==> config.mk <==
export PLATFORM = sky130hd
export DESIGN_NAME = dispense_controller
export DESIGN_NICKNAME = d
export VERILOG_FILES = /design/src/rtl/dispense_controller.sv
export SDC_FILE = /design/constraint.sdc
export NUM_CORES = 1
export LEC_CHECK = 0
export CAP_MARGIN = 20
export CORE_AREA = 2 2 113 115
export DETAILED_ROUTE_END_ITERATION = 16
export DIE_AREA = 0 0 115 117
export GPL_TIMING_DRIVEN = 0
export MAX_ROUTING_LAYER = met4
export SYNTH_ARGS = -nofsm -noshare
export SYNTH_HDL_FRONTEND = slang
export SYNTH_SLANG_ARGS = --single-unit
==> constraint.sdc <==
create_clock -name clk -period 3 [get_ports clk]
set_input_delay 0.75 -clock clk [delete_from_list [all_inputs] [get_ports clk]]
set_output_delay 0.75 -clock clk [all_outputs]
set_load 0.1 [all_outputs]
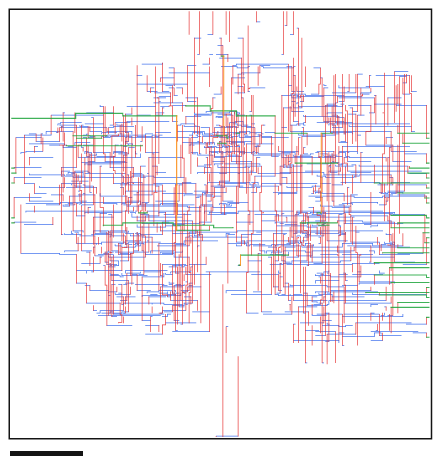
*Wiring by layer, run 1*
The bar under the picture is 20 um long.
legend:
  M2:
    color: red
    wire_length: 4270 um
  M4:
    color: orange
    wire_length: 77.5 um
  M1:
    color: blue
    wire_length: 4000 um
  M3:
    color: green
    wire_length: 436 um
Tot GR Track Use: 14.3%
DR WL/cell: 15.4 um
routed via count: 2830

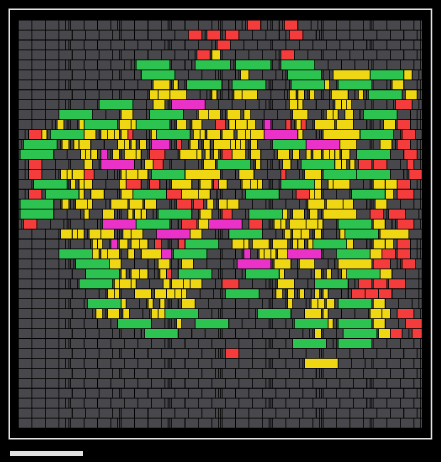
*Placement by cell class, run 1*
The bar under the picture is 20 um long. Fill, decap, tap and diode cells in gray.
legend:
  clock drivers and dummy loads:
    color: magenta
    cells: 15
    share_of_their_area: 5.9%
  remaining buffers and delay cells:
    color: red
    cells: 68
    share_of_their_area: 14%
  sequential cells:
    color: green
    cells: 69
    share_of_their_area: 38%
  remaining logic cells:
    color: yellow
    cells: 268
    share_of_their_area: 42%
sequential share of cell area: 36.8%
design area: 4700 um2
core area: 12300 um2

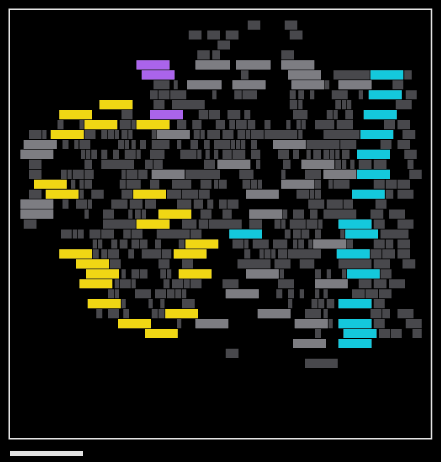
*Sequential cells colored by netlist name, run 1*
The bar under the picture is 20 um long.
legend:
  `wd`:
    color: yellow
    sequential_cells: 21
  `clr_cnt`:
    color: purple
    sequential_cells: 3
  `vol_prev`:
    color: cyan
    sequential_cells: 16
not colored: 29
Final Core Density: 38.2%
Sequential Power: 1.17 mW
FF/Latch Area: 1730 um2

==> results.cfg, run 1 <==
; implementation run metrics
[run_status]
status = finished clean

[clock_network]
clk_latency_ns = 0.32
cts_buffers = 9
root_buffer = clkbuf_16
clk_path_buf_depth = 2
cts.hold.buffers_added = 0
cts_tree = yes

[setup_path]
crit_cells = 10
reg2reg_slack_ns = 0.40
critPathMaxFanout = 8
cp_num_buf_inv = 3
path_delay_family = AND-OR/OR-AND gates
crit_arrival_ns = 3.11
r2r_cells = 9

[logic_synthesis]
synth-edff-count = 0
yosysSeqAreaShare_pct = 48.5
yosys.area.top_type = dfrtp_1
yosysWarnings = 0
yosysChipArea_um2 = 3570
synthArstFlopShare_pct = 100
syn-num-nets = 407
synth_stat.cells = 350
synth_flops = 69
synth_cell_types = 57
synthTopCellsByCount = dfrtp_1 (66), nand2_1 (44), inv_1 (22)
synth_top_area_share_pct = 46.3

[die]
ioPinCount = 48
dieArea_um2 = 13500
die_y_um = 117
rows = 41
fp_util_pct = 29.0

[drt]
met2_length_mm = 4.27
drt_pre_antenna_iters = 4
vias_per_cell = 4.96
dr_wl_met3_um = 435
drt_iter0_drc = 137
wl_met1_mm = 4.00
drt-total-wl_mm = 8.79

[place]
gp_congestion = 0.887
postPlaceCellArea_um2 = 4220
hpwl_mm = 6.36
portBuffers = 47
place_ws_ns = -0.697

[global_route]
grt-busiest-layer = met2
grt_pass1_vias = 2931
grt_pass1_wl_mm = 14.6
grt_max_degree = 70
grt.overflow.total = 0
antenna_found_initial = 0
grt_util_met2_pct = 23.2

[pwr]
switchingPower_mw = 1.35
clockPowerShare_pct = 26.2
powerComb_mw = 1.47
p_total_mw = 3.59
p_int_mw = 2.24
leakagePower_nw = 2.05
ir_drop_uv = 473
swShare_pct = 37.5
seqPwrFrac_pct = 32.7

[job]
drv_cap = 0
warnings = 26

[final_timing]
rsz0062_at_grt = false
finalClockPeriodUsage_pct = 95.3
drv_slew = 0
period_minus_slack_ns = 2.86
tns_ns = 0
fin_worst_hold_slack_ns = 0.500
final-hold-violation-count = 0
maxSlewHeadroom_pct = 30.7
tightestPinTransition_ns = 1.04

[finish]
area_growth_pct = 31.9
diodes = 0
final-nonclk-buf-share_pct = 13.4
drive_gt1_share_pct = 14.0
finalNetCount = 473
largest_class = combinational gates
fill_cells = 1224
inv_count = 22
buffers = 68
nClkBuffers = 10
largest_register_ffs = 21
comb-cell-share_pct = 38.4

[hold_path]
min_path_type = flip-flop to flip-flop
==> run 1: kinds of logic (layout without fill, tap and decap cells) <==
logic type	count (synthesis)	count (layout)	synth area share, %
fa+ha+maj	19	19	6.67
flops	69	69	48.5
simple gates	139	139	21.4
buf+inv	35	105	4.07
mux	2	2	0.632
xor+xnor	35	35	8.60
compound gates	51	51	10.1
==> run 1: cell usage in the layout, fill, tap and decap left out, drive strengths merged, types with 5 or more instances in the layout <==
cell,instances
nor4,8
clkdlybuf4s50,35
dlymetal6s2s,9
nand4,8
clkbuf,20
inv,22
ha,19
dfrtp,66
nand3,6
nand2,44
xnor2,21
buf,13
o21ai,22
nor3,21
a21oi,7
nor2b,5
and4,5
xor2,14
nor2,13
==> inputs of run 2 (changes only) <==
--- a/config.mk
+++ b/config.mk
@@ -14,3 +14,4 @@
 export SYNTH_ARGS = -nofsm -noshare
 export SYNTH_HDL_FRONTEND = slang
 export SYNTH_SLANG_ARGS = --single-unit
+export TNS_END_PERCENT = 5
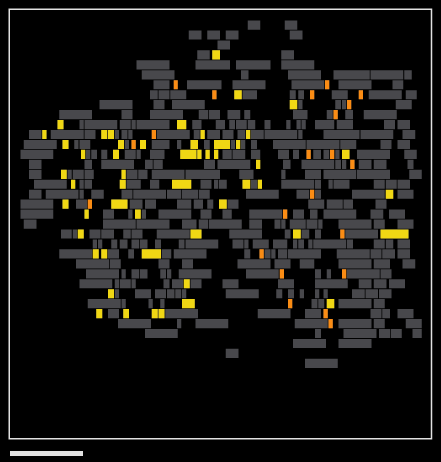
*Gate-type map, run 2*
The bar under the picture is 20 um long.
legend:
  nor cells:
    color: yellow
    cells: 52
    most_used: nor3_1
  inv cells:
    color: orange
    cells: 22
    most_used: inv_1
logic share of the area: 38.4%
Top cell excl fill/tap: dfrtp_1
final std cells w/o fill: 570

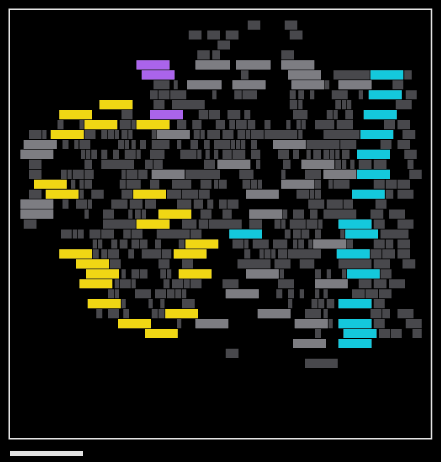
*Sequential cells colored by netlist name, run 2*
The bar under the picture is 20 um long.
legend:
  `vol_prev`:
    color: cyan
    sequential_cells: 16
  `wd`:
    color: yellow
    sequential_cells: 21
  `clr_cnt`:
    color: purple
    sequential_cells: 3
not colored: 29

==> results.cfg, run 2 <==
; implementation run metrics
[run_status]
status = finished clean

[pwr]
seqPwrFrac_pct = 32.7
powerComb_mw = 1.47
clockPowerShare_pct = 26.2
ir_drop_uv = 473
p_int_mw = 2.24
leakagePower_nw = 2.05
power.density_nw_per_um2 = 763
switchingPower_mw = 1.35
p_total_mw = 3.59
sequentialPower_mw = 1.17
swShare_pct = 37.5

[clock_network]
clk_path_buf_depth = 2
root_buffer = clkbuf_16
cts.hold.buffers_added = 0
cts_buffers = 9
cts_tree = yes

[final_timing]
finalClockPeriodUsage_pct = 95.3
maxSlewHeadroom_pct = 30.7
tightestPinTransition_ns = 1.04
tns_ns = 0
drv_slew = 0
period_minus_slack_ns = 2.86
fin_worst_hold_slack_ns = 0.500
rsz0062_at_grt = false

[drt]
post_drt_wl_per_cell_um = 15.4
met2_length_mm = 4.27
drt_iter0_drc = 137
via_count = 2830
dr_wl_met3_um = 435
vias_per_cell = 4.96
drt_pre_antenna_iters = 4
wl_met1_mm = 4.00

[setup_path]
reg2reg_slack_ns = 0.40
critPathMaxFanout = 8
worstSetupPathType = input port to flip-flop
r2r_cells = 9
crit_arrival_ns = 3.11
worst_path_max_delay_cell = clkdlybuf4s50_1

[logic_synthesis]
synth_cell_types = 57
xor_share_pct = 8.60
syn-num-nets = 407
ys_sh_simple_pct = 21.4
ys_sh_mux_pct = 0.632
synthArstFlopShare_pct = 100
synth_stat.cells = 350
synth_flops = 69
synthTopCellsByCount = dfrtp_1 (66), nand2_1 (44), inv_1 (22)
synth_top_area_share_pct = 46.3
topCombFamilyByArea = simple AND/OR/NAND/NOR gates
top_cell = dfrtp_1
synth-edff-count = 0
synthAoiAreaFrac_pct = 10.1
ys_sh_adder_pct = 6.67
yosysChipArea_um2 = 3570
yosysWarnings = 0
syn_avg_cell_area_um2 = 10.2
yosysSeqAreaShare_pct = 48.5
yosys.area.top_type = dfrtp_1

[finish]
finalNetCount = 473
drive_gt1_share_pct = 14.0
diodes = 0
fin_area_um2 = 4700
layout_top_cells = dfrtp_1 (66), nand2_1 (43), clkdlybuf4s50_1 (35)
area_growth_pct = 31.9
fill_cells = 1224

[place]
place_ws_ns = -0.697
hpwl_mm = 6.36
gp_congestion = 0.887
portBuffers = 47
postPlaceCellArea_um2 = 4220

[global_route]
grt-busiest-layer = met2
grt_usage_pct = 14.3
grt_max_degree = 70
grt.overflow.total = 0
grt_pass1_vias = 2931
grt_util_met2_pct = 23.2
antenna_found_initial = 0
grt_pass1_wl_mm = 14.6

[die]
fp_util_pct = 29.0
ioPinCount = 48
die_y_um = 117
core_area_um2 = 12300
dieArea_um2 = 13500
rows = 41

[hold_path]
min_path_type = flip-flop to flip-flop

[job]
drv_cap = 0
warnings = 26
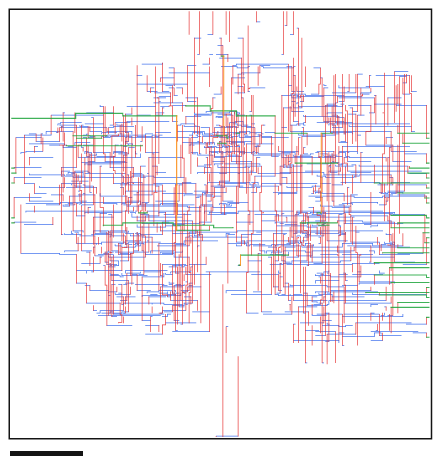
*Wiring by layer, run 2*
The bar under the picture is 20 um long.
final wirelength: 8.79 mm

run 2: cell counts in the layout (fill, tap and decap cells not counted):
Identical to the previous run, type by type.
run 2: cell type report:
class | count | area, um2 | share of cell area (%)
Clock inverter | 5 | 27.5 | 0.585
Clock buffer | 10 | 239 | 5.08
Multi-Input combinational cell | 246 | 1810 | 38.4
Sequential cell | 69 | 1730 | 36.8
Tap cell | 150 | 188 | 3.99
Inverter | 22 | 82.6 | 1.76
Buffer | 13 | 81.3 | 1.73
Timing Repair Buffer | 55 | 548 | 11.6
run 2: worst max-delay path: cells and delay by family:
kind / cells / cell delay, ns
compound gates: 6 / 1.31
buf+inv: 3 / 0.82
fa+ha+maj: 1 / 0.23
No activity file was given, so power comes from the tool's default toggle rates.
